### config.mk
export PLATFORM = sky130hd
export DESIGN_NAME = regfile_write_scheduler_flat
export DESIGN_NICKNAME = d
export VERILOG_FILES = /design/src/rtl/rv_pkg.sv /design/src/rtl/regfile_write_scheduler_if.sv /design/src/rtl/rr_arb2.sv /design/src/rtl/regfile_write_scheduler.sv /design/src/flat_wrapper.sv
export SDC_FILE = /design/constraint.sdc
export NUM_CORES = 1
export LEC_CHECK = 0
export CAP_MARGIN = 20
export CORE_UTILIZATION = 41
export CTS_CLUSTER_DIAMETER = 80
export DETAILED_ROUTE_END_ITERATION = 8
export PLACE_DENSITY = 0.93
export SYNTH_ARGS = -nofsm -noshare
export SYNTH_HDL_FRONTEND = slang
export SYNTH_SLANG_ARGS = --single-unit
### constraint.sdc
create_clock -name clk -period 4.05 [get_ports clk]
set_input_delay 0.6075 -clock clk [delete_from_list [all_inputs] [get_ports clk]]
set_output_delay 0.6075 -clock clk [all_outputs]
set_load 0.05 [all_outputs]
### src/rtl/rv_pkg.sv
// ============================================================================
// Module      : rv_pkg
// Description : Shared register-file constants and the write-scheduler
//               state encoding.
// Revision    : 1.0 - initial release
// ============================================================================
`default_nettype none

package rv_pkg;

  localparam int RV_DATA_W   = 32;
  localparam int RV_ADDR_W   = 5;
  localparam int RV_NUM_REGS = 32;

  // INIT clears the file once after reset; RUN serves requesters until the next reset.
  typedef enum logic [0:0] {
    INIT = 1'b0,
    RUN  = 1'b1
  } state_t;

endpackage

`default_nettype wire

### src/rtl/regfile_write_scheduler_if.sv
// ============================================================================
// Module      : regfile_write_scheduler_if
// Description : Requester channels (wb / ld / dbg) and register-file write
//               port of the write scheduler.
// Revision    : 1.0 - initial release
// ============================================================================
`default_nettype none

interface regfile_write_scheduler_if #(
  parameter int DATA_W = rv_pkg::RV_DATA_W,
  parameter int ADDR_W = rv_pkg::RV_ADDR_W
);

  logic              wb_valid;
  logic [ADDR_W-1:0] wb_addr;
  logic [DATA_W-1:0] wb_data;
  logic              wb_ready;

  logic              ld_valid;
  logic [ADDR_W-1:0] ld_addr;
  logic [DATA_W-1:0] ld_data;
  logic              ld_ready;

  logic              dbg_valid;
  logic [ADDR_W-1:0] dbg_addr;
  logic [DATA_W-1:0] dbg_data;
  logic              dbg_ready;

  logic [ADDR_W-1:0] rf_a3;
  logic [DATA_W-1:0] rf_wd3;
  logic              rf_we3;
  logic              init_busy;

  // Request sources / register-file side
  modport master (
    output wb_valid, wb_addr, wb_data,
    output ld_valid, ld_addr, ld_data,
    output dbg_valid, dbg_addr, dbg_data,
    input  wb_ready, ld_ready, dbg_ready,
    input  rf_a3, rf_wd3, rf_we3, init_busy
  );

  // Scheduler side
  modport slave (
    input  wb_valid, wb_addr, wb_data,
    input  ld_valid, ld_addr, ld_data,
    input  dbg_valid, dbg_addr, dbg_data,
    output wb_ready, ld_ready, dbg_ready,
    output rf_a3, rf_wd3, rf_we3, init_busy
  );

endinterface

`default_nettype wire

### src/rtl/rr_arb2.sv
// ============================================================================
// Module      : rr_arb2
// Description : Two-way round-robin arbiter. Bit 0 wins ties when the
//               pointer is 0, bit 1 when it is 1; the pointer flips to the
//               other side after each granted transfer.
// Revision    : 1.0 - initial release
// ============================================================================
`default_nettype none

module rr_arb2 (
  input  wire logic       clk,
  input  wire logic       rst,     // asynchronous, active-low
  input  wire logic [1:0] i_req,
  input  wire logic       i_hold,  // forces both grants low
  output logic      [1:0] o_gnt
);

  logic       r_rr;
  logic [1:0] w_xfer;

  // A side is ready when not held and either it owns the tie or the other side is idle.
  assign o_gnt[0] = !i_hold & (!r_rr | !i_req[1]);
  assign o_gnt[1] = !i_hold & ( r_rr | !i_req[0]);
  assign w_xfer   = i_req & o_gnt;

  // Pointer moves away from whichever side just transferred; idle cycles leave it alone.
  always_ff @(posedge clk or negedge rst) begin
    if (!rst) begin
      r_rr <= 1'b0;
    end else if (w_xfer[0]) begin
      r_rr <= 1'b1;
    end else if (w_xfer[1]) begin
      r_rr <= 1'b0;
    end
  end

endmodule

`default_nettype wire

### src/rtl/regfile_write_scheduler.sv
// ============================================================================
// Module      : regfile_write_scheduler
// Description : Owns the register-file write port. Clears every register
//               after reset, then shares the port among ALU writeback
//               (fixed highest priority), load return and debug (round-robin).
// Revision    : 1.0 - initial release
// ============================================================================
`default_nettype none

module regfile_write_scheduler
  import rv_pkg::*;
#(
  parameter int DATA_W     = RV_DATA_W,
  parameter int ADDR_W     = RV_ADDR_W,
  parameter int NUM_REGS   = RV_NUM_REGS,
  parameter int INIT_CLEAR = 1
) (
  input  wire logic               clk,
  input  wire logic               rst,   // asynchronous, active-low
  regfile_write_scheduler_if.slave bus
);

  localparam state_t            c_RESET_STATE = (INIT_CLEAR != 0) ? INIT : RUN;
  localparam logic [ADDR_W-1:0] c_LAST_IDX    = ADDR_W'(NUM_REGS - 1);

  state_t            r_state;
  logic [ADDR_W-1:0] r_idx;
  logic              r_we3;
  logic [ADDR_W-1:0] r_a3;
  logic [DATA_W-1:0] r_wd3;

  logic [1:0]        w_gnt;
  logic              w_hold;
  logic              w_wb_xfer;
  logic              w_ld_xfer;
  logic              w_dbg_xfer;
  logic              w_sel_vld;
  logic [ADDR_W-1:0] w_sel_addr;
  logic [DATA_W-1:0] w_sel_data;

  // ld/dbg are shut out during the clear sequence and whenever wb is requesting.
  assign w_hold = (r_state != RUN) | bus.wb_valid;

  rr_arb2 u_arb (
    .clk    (clk),
    .rst    (rst),
    .i_req  ({bus.dbg_valid, bus.ld_valid}),
    .i_hold (w_hold),
    .o_gnt  (w_gnt)
  );

  assign bus.wb_ready  = (r_state == RUN);
  assign bus.ld_ready  = w_gnt[0];
  assign bus.dbg_ready = w_gnt[1];
  assign bus.init_busy = (r_state == INIT);
  assign bus.rf_we3    = r_we3;
  assign bus.rf_a3     = r_a3;
  assign bus.rf_wd3    = r_wd3;

  assign w_wb_xfer  = bus.wb_valid  & bus.wb_ready;
  assign w_ld_xfer  = bus.ld_valid  & bus.ld_ready;
  assign w_dbg_xfer = bus.dbg_valid & bus.dbg_ready;

  // Write mux: pick the single transferring requester, otherwise hold the port values.
  always_comb begin
    w_sel_vld  = 1'b0;
    w_sel_addr = r_a3;
    w_sel_data = r_wd3;
    if (w_wb_xfer) begin
      w_sel_vld  = 1'b1;
      w_sel_addr = bus.wb_addr;
      w_sel_data = bus.wb_data;
    end else if (w_ld_xfer) begin
      w_sel_vld  = 1'b1;
      w_sel_addr = bus.ld_addr;
      w_sel_data = bus.ld_data;
    end else if (w_dbg_xfer) begin
      w_sel_vld  = 1'b1;
      w_sel_addr = bus.dbg_addr;
      w_sel_data = bus.dbg_data;
    end
  end

  // Sequencer: clear registers 0..NUM_REGS-1 in INIT, then register the arbitrated write.
  always_ff @(posedge clk or negedge rst) begin
    if (!rst) begin
      r_state <= c_RESET_STATE;
      r_idx   <= '0;
      r_we3   <= 1'b0;
      r_a3    <= '0;
      r_wd3   <= '0;
    end else if (r_state == INIT) begin
      r_we3 <= 1'b1;
      r_a3  <= r_idx;
      r_wd3 <= '0;
      r_idx <= r_idx + 1'b1;
      if (r_idx == c_LAST_IDX) begin
        r_state <= RUN;
      end
    end else begin
      // x0 writes are accepted but suppressed so x0 stays zero.
      r_we3 <= w_sel_vld & (w_sel_addr != '0);
      r_a3  <= w_sel_addr;
      r_wd3 <= w_sel_data;
    end
  end

endmodule

`default_nettype wire

### src/flat_wrapper.sv
// flat-port wrapper written by rule: the top's interface ports become plain ports
module regfile_write_scheduler_flat import rv_pkg::*;
#(
  parameter int DATA_W     = RV_DATA_W,
  parameter int ADDR_W     = RV_ADDR_W,
  parameter int NUM_REGS   = RV_NUM_REGS,
  parameter int INIT_CLEAR = 1
)
  (clk, rst, bus_wb_valid, bus_wb_addr, bus_wb_data, bus_ld_valid, bus_ld_addr, bus_ld_data, bus_dbg_valid, bus_dbg_addr, bus_dbg_data, bus_wb_ready, bus_ld_ready, bus_dbg_ready, bus_rf_a3, bus_rf_wd3, bus_rf_we3, bus_init_busy);
  regfile_write_scheduler_if #(.DATA_W(DATA_W), .ADDR_W(ADDR_W)) bus_i ();
  input  wire logic clk;
  input  wire logic rst;
  input wire logic [$bits(bus_i.wb_valid)-1:0] bus_wb_valid;
  input wire logic [$bits(bus_i.wb_addr)-1:0] bus_wb_addr;
  input wire logic [$bits(bus_i.wb_data)-1:0] bus_wb_data;
  input wire logic [$bits(bus_i.ld_valid)-1:0] bus_ld_valid;
  input wire logic [$bits(bus_i.ld_addr)-1:0] bus_ld_addr;
  input wire logic [$bits(bus_i.ld_data)-1:0] bus_ld_data;
  input wire logic [$bits(bus_i.dbg_valid)-1:0] bus_dbg_valid;
  input wire logic [$bits(bus_i.dbg_addr)-1:0] bus_dbg_addr;
  input wire logic [$bits(bus_i.dbg_data)-1:0] bus_dbg_data;
  output wire logic [$bits(bus_i.wb_ready)-1:0] bus_wb_ready;
  output wire logic [$bits(bus_i.ld_ready)-1:0] bus_ld_ready;
  output wire logic [$bits(bus_i.dbg_ready)-1:0] bus_dbg_ready;
  output wire logic [$bits(bus_i.rf_a3)-1:0] bus_rf_a3;
  output wire logic [$bits(bus_i.rf_wd3)-1:0] bus_rf_wd3;
  output wire logic [$bits(bus_i.rf_we3)-1:0] bus_rf_we3;
  output wire logic [$bits(bus_i.init_busy)-1:0] bus_init_busy;
  assign bus_i.wb_valid = bus_wb_valid;
  assign bus_i.wb_addr = bus_wb_addr;
  assign bus_i.wb_data = bus_wb_data;
  assign bus_i.ld_valid = bus_ld_valid;
  assign bus_i.ld_addr = bus_ld_addr;
  assign bus_i.ld_data = bus_ld_data;
  assign bus_i.dbg_valid = bus_dbg_valid;
  assign bus_i.dbg_addr = bus_dbg_addr;
  assign bus_i.dbg_data = bus_dbg_data;
  assign bus_wb_ready = bus_i.wb_ready;
  assign bus_ld_ready = bus_i.ld_ready;
  assign bus_dbg_ready = bus_i.dbg_ready;
  assign bus_rf_a3 = bus_i.rf_a3;
  assign bus_rf_wd3 = bus_i.rf_wd3;
  assign bus_rf_we3 = bus_i.rf_we3;
  assign bus_init_busy = bus_i.init_busy;
  regfile_write_scheduler #(.DATA_W(DATA_W), .ADDR_W(ADDR_W), .NUM_REGS(NUM_REGS), .INIT_CLEAR(INIT_CLEAR)) u_core (.clk(clk), .rst(rst), .bus(bus_i));
endmodule
==> run_1/placed.png <==
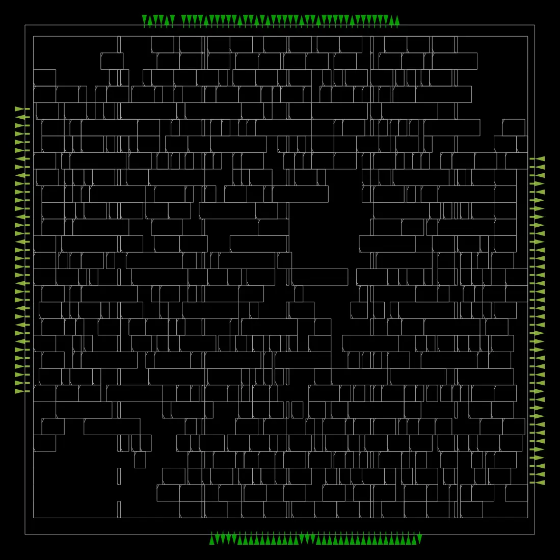
# fillers: 511
Tap Cells: 77
Seq cells: 45
final core utilization: 68.6%

==> run_1/m1.png <==
(6 px per um) Supply wires on this layer in grey. Cells faint in the background.
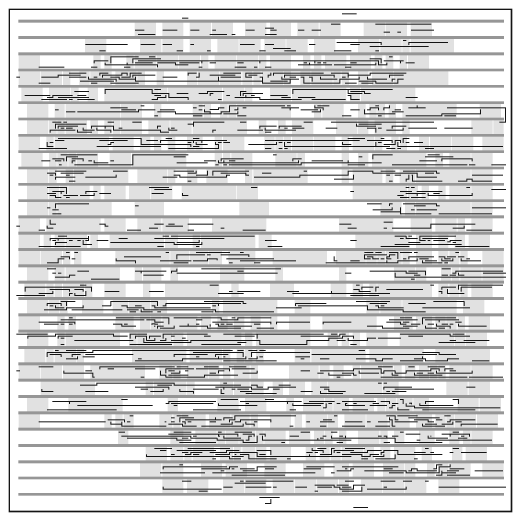
nets with wire on the layer	500
share of all routed wire	40%
longest straight run	40.0 um
main direction	horizontal

==> run_1/class_map.png <==
(4 px per um)
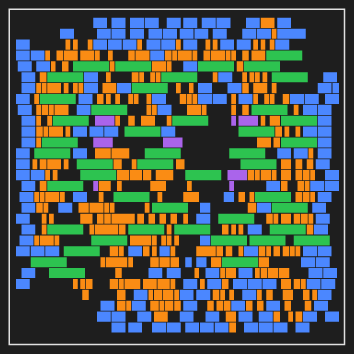
class	colour	cells
clock drivers and dummy loads	purple	8
registers	green	45
remaining logic cells	orange	270
remaining buffers and delay cells	blue	163

==> run_1/util_map.png <==
(4 px per um) The die is cut into 8 by 8 equal tiles; dark blue is low, red is high, 0 to 100% covered.
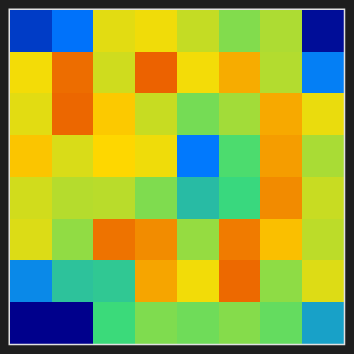
mean over tiles	62%
emptiest ninth of the die	south-west
nearly empty tiles	3.1%
tiles over 75% full	25%
area of the core: 6390 sq um
Core Util at FP: 42.6%

==> run summary, run 1 <==
Crit Path Max Fanout -> 22
register cell area after layout -> 1130 sq um
H-tree Lvls -> 2
Post-CTS Resized -> 0
Worst R2R End -> u_core.bus.rf_we3
Max power group -> combinational cells
vias in the first global route -> 3049
grt peak-use layer -> met2
routing usage on met1 -> 29.4%
final setup vio count -> 0
most numerous logic cells after layout -> 155 x clkdlybuf4s50_1, 95 x nand2_1, 45 x dfrtp_1
number of nets at floorplan -> 462
DRC -> 0
DIE AREA -> 6960 sq um
Avg Cell Area, Syn -> 7.91 sq um
initial antenna violation count -> 0
critical path class -> reg2out
ant diodes -> 0
Int Pwr -> 0.000846 W
post-CTS setup buffer count -> 0
port bufs -> 157
GRT Total Usage -> 24.7%
worst r2r path cells -> 6
warnings from Yosys -> 0
I/O Pins -> 158
DRT Wirelength -> 8680 um
hold_ws -> 265 ps
r2r startpoint -> u_core.bus.wb_ready
Antenna Violating Nets Remaining -> 0
Cell Type Count -> 39
min cycle time layout -> 3190 ps
grt ovf -> 0
DRT Pass-1 Iters -> 4
DRT iter0 DRCs -> 140
routed wl met2 -> 4350 um
logic area -> 1440 sq um
met2 Use GR -> 43.2%
top-count cell post-synth -> nand2_1
Bufs and invs on worst path -> 3
root buffer cell -> clkbuf_8
max reg flops -> 32
Maximum Capacitance Violations -> 0
Num CTS Buffers -> 5
comb pwr -> 0.000531 W
Simple Share, Synth -> 22.4%
max incr delay on CP -> 940 ps
Critical Path Sink Type -> output pin
Synth Instances -> 344
Post-synth EDFFs -> 0
synthesis area per yosys -> 2720 sq um
Area-dominant class -> non-clock buffers
crit path to -> bus_init_busy
critical path cell sequence -> buf_4 > inv_1 > clkdlybuf4s50_1
highest routing layer actually used -> met4
RSZ-0062 raised after global routing -> false
clock buffer depth -> 2
Worst Skew -> 3.23 ps
Post-synth ARST share -> 100%
non-clk buf share -> 36.9%
met3 GRT Util -> 5.74%
Comb gates -> 265
Layout Nets -> 603
Crit-path slowest cell -> clkdlybuf4s50_1
Reg clk slew, reported paths -> 80 ps
Power Total -> 0.00131 W
P_clk -> 0.000266 W
Worst-Margin Slew -> 861 ps
hpwl dp -> 6310 um
Clk pwr share -> 20.2%
clock network area share -> 1.83%
setup TNS -> 0 ps
Reg2Reg Setup Slack -> 1700 ps
Inst Count DP -> 554
leakage power -> 1.83 nW
CTS sink cnt -> 45
Vias/cell -> 5.50
flop share of the area -> 25.7%
clock buffer count -> 8
xor/xnor share -> 0.966%
Compound Share, Synth -> 28.0%
hold buffers post-CTS -> 0
Synth area leaders -> dfrtp_1 41%, nand2_1 13%, o21ai_0 7.7%
largest net degree at the start of global routing -> 78
VDD IR max -> 0.000230 V
sequential fraction of design power -> 39.3%
Metal-1 WL -> 3460 um
main logic family after synthesis -> AND-OR/OR-AND gates
Die W -> 83.5 um
final non-filler cell total -> 563
Commonest Layout Cell -> clkdlybuf4s50_1
Area leader share -> 41.4%
Synth Seq Share -> 41.4%
slew margin rel. -> 42.5%
Cell Rows -> 29
CP arrival -> 2580 ps
Comb area share -> 32.9%
layout cells sized above 1 -> 5.35%
placer congestion estimate -> 0.829
Synth Area in Adders -> 0.920%
CP required -> 3440 ps
Fin. Hold Viols -> 0
sw frac -> 35.5%
fmax -> 314 MHz
crit start category -> register
Sw Pwr -> 0.000467 W
nonclk buf count -> 163
Max Transition Viols Final -> 0
fin area -> 4380 sq um
post-synth top area cell -> dfrtp_1
TritonCTS clock tree -> done
yosys cell count -> 344
DP Worst Slack -> 1150 ps
invs w/o clock -> 5
Comb power frac -> 40.4%
tool warnings -> 26
global-route wire length before repair -> 14000 um
Vias -> 3095
Worst Hold Class -> in2async
Post-synth top cells -> 95 x nand2_1, 45 x dfrtp_1, 42 x o21ai_0
MUX area fraction -> 0.828%
status -> finished clean
## Run 2: what changed since run 1
--- a/config.mk
+++ b/config.mk
@@ -6,10 +6,10 @@
 export NUM_CORES = 1
 export LEC_CHECK = 0
 export CAP_MARGIN = 20
-export CORE_UTILIZATION = 41
+export CORE_UTILIZATION = 38
 export CTS_CLUSTER_DIAMETER = 80
 export DETAILED_ROUTE_END_ITERATION = 8
-export PLACE_DENSITY = 0.93
+export PLACE_DENSITY = 0.88
 export SYNTH_ARGS = -nofsm -noshare
 export SYNTH_HDL_FRONTEND = slang
 export SYNTH_SLANG_ARGS = --single-unit
==> constraint.sdc (replaced) <==
create_clock -name clk -period 3.34 [get_ports clk]
set_input_delay 0.501 -clock clk [delete_from_list [all_inputs] [get_ports clk]]
set_output_delay 0.501 -clock clk [all_outputs]
set_load 0.05 [all_outputs]
==> run 2 against run 1 <==
  * First-iteration DRC count is 6.4% lower
  * Worst setup slack worse by 230 ps
  * Critical path depth is 1 higher
  * Sequential power is 21% higher
  * Synthesized cell count stayed put
  * Flip-flop count stayed put
  * Die area is 7.7% higher
  * Critical path type is now in2out
  * Critical endpoint is now bus_dbg_ready
  * Highest routed layer unchanged
==> run summary, run 2 <==
Comb area share -> 32.7%
P_clk -> 0.000333 W
grt ovf -> 0
Cell Rows -> 30
clock network area share -> 1.96%
Die Ht -> 86.6 um
global-route wire length before repair -> 14100 um
fmax -> 369 MHz
crit start category -> input pin
Compound Share, Synth -> 28.0%
most numerous logic cells after layout -> 155 x clkdlybuf4s50_1, 95 x nand2_1, 45 x dfrtp_1
Critical Path Sink Type -> output pin
number of nets at floorplan -> 462
main logic family after synthesis -> AND-OR/OR-AND gates
final core utilization -> 64.1%
CP arrival -> 2210 ps
port bufs -> 157
DIE AREA -> 7500 sq um
status -> finished clean
met3 GRT Util -> 6.19%
Antenna Violating Nets Remaining -> 0
met2 Use GR -> 43.0%
Synth Seq Share -> 41.4%
VDD IR max -> 0.000207 V
Avg Cell Area, Syn -> 7.91 sq um
slew margin rel. -> 39.0%
post-synth top area cell -> dfrtp_1
warnings from Yosys -> 0
sw frac -> 36.3%
Inst Count DP -> 572
setup TNS -> 0 ps
layout cells sized above 1 -> 5.77%
Num CTS Buffers -> 5
flop share of the area -> 25.6%
Seq cells -> 45
vias in the first global route -> 3028
Post-CTS Resized -> 0
MUX area fraction -> 0.828%
non-clk buf share -> 36.6%
logic area -> 1440 sq um
Reg2Reg Setup Slack -> 1050 ps
GRT Total Usage -> 24.0%
Area-dominant class -> non-clock buffers
tool warnings -> 26
max reg flops -> 32
Comb gates -> 265
DRC -> 0
H-tree Lvls -> 2
hpwl dp -> 6520 um
comb pwr -> 0.000642 W
Worst Skew -> 7.64 ps
Reg clk slew, reported paths -> 90 ps
Worst-Margin Slew -> 914 ps
worst r2r path cells -> 5
sequential fraction of design power -> 39.2%
invs w/o clock -> 5
DP Worst Slack -> 431 ps
initial antenna violation count -> 0
Tap Cells -> 96
Simple Share, Synth -> 22.4%
CP required -> 2840 ps
highest routing layer actually used -> met4
critical path class -> in2out
Fin. Hold Viols -> 0
area of the core -> 6870 sq um
Synth Instances -> 344
# fillers -> 591
DRT iter0 DRCs -> 131
hold_ws -> 145 ps
register cell area after layout -> 1130 sq um
final setup vio count -> 0
min cycle time layout -> 2710 ps
CTS sink cnt -> 45
clock buffer depth -> 2
Vias/cell -> 5.30
Core Util at FP -> 39.6%
nonclk buf count -> 162
routed wl met2 -> 4620 um
Comb power frac -> 40.0%
grt peak-use layer -> met2
ant diodes -> 0
Clk pwr share -> 20.8%
Layout Nets -> 602
Post-synth top cells -> 95 x nand2_1, 45 x dfrtp_1, 42 x o21ai_0
r2r startpoint -> u_core.u_arb.r_rr
Worst Hold Class -> in2async
I/O Pins -> 158
post-CTS setup buffer count -> 0
Max Transition Viols Final -> 0
Area leader share -> 41.4%
xor/xnor share -> 0.966%
clock buffer count -> 5
largest net degree at the start of global routing -> 78
hold buffers post-CTS -> 0
Cell Type Count -> 39
Crit-path slowest cell -> clkdlybuf4s50_1
final non-filler cell total -> 581
Int Pwr -> 0.00102 W
fin area -> 4410 sq um
critical path's most frequent cell -> clkdlybuf4s50_1
Commonest Layout Cell -> clkdlybuf4s50_1
Max power group -> combinational cells
critical path cell sequence -> clkdlybuf4s50_1 > nor2b_1 > nor2_1 > clkdlybuf4s50_1
Synth area leaders -> dfrtp_1 41%, nand2_1 13%, o21ai_0 7.7%
Sw Pwr -> 0.000582 W
leakage power -> 1.83 nW
Crit Path Max Fanout -> 6
root buffer cell -> clkbuf_8
Synth Area in Adders -> 0.920%
DRT Pass-1 Iters -> 4
max incr delay on CP -> 710 ps
Die W -> 86.6 um
Metal-1 WL -> 3660 um
top-count cell post-synth -> nand2_1
Worst R2R End -> u_core.bus.rf_we3
Post-synth EDFFs -> 0
==> run_2/m1.png <==
(6 px per um) Supply wires on this layer in grey. Cells faint in the background.
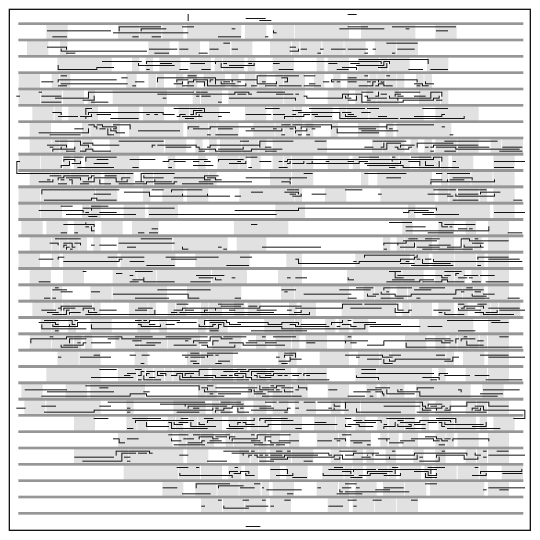
share of all routed wire	41%
nets with wire on the layer	508
main direction	horizontal
DRT Wirelength: 9020 um
Vias: 3080
routing usage on met1: 28.5%

No activity file was given, so power comes from the tool's default toggle rates.
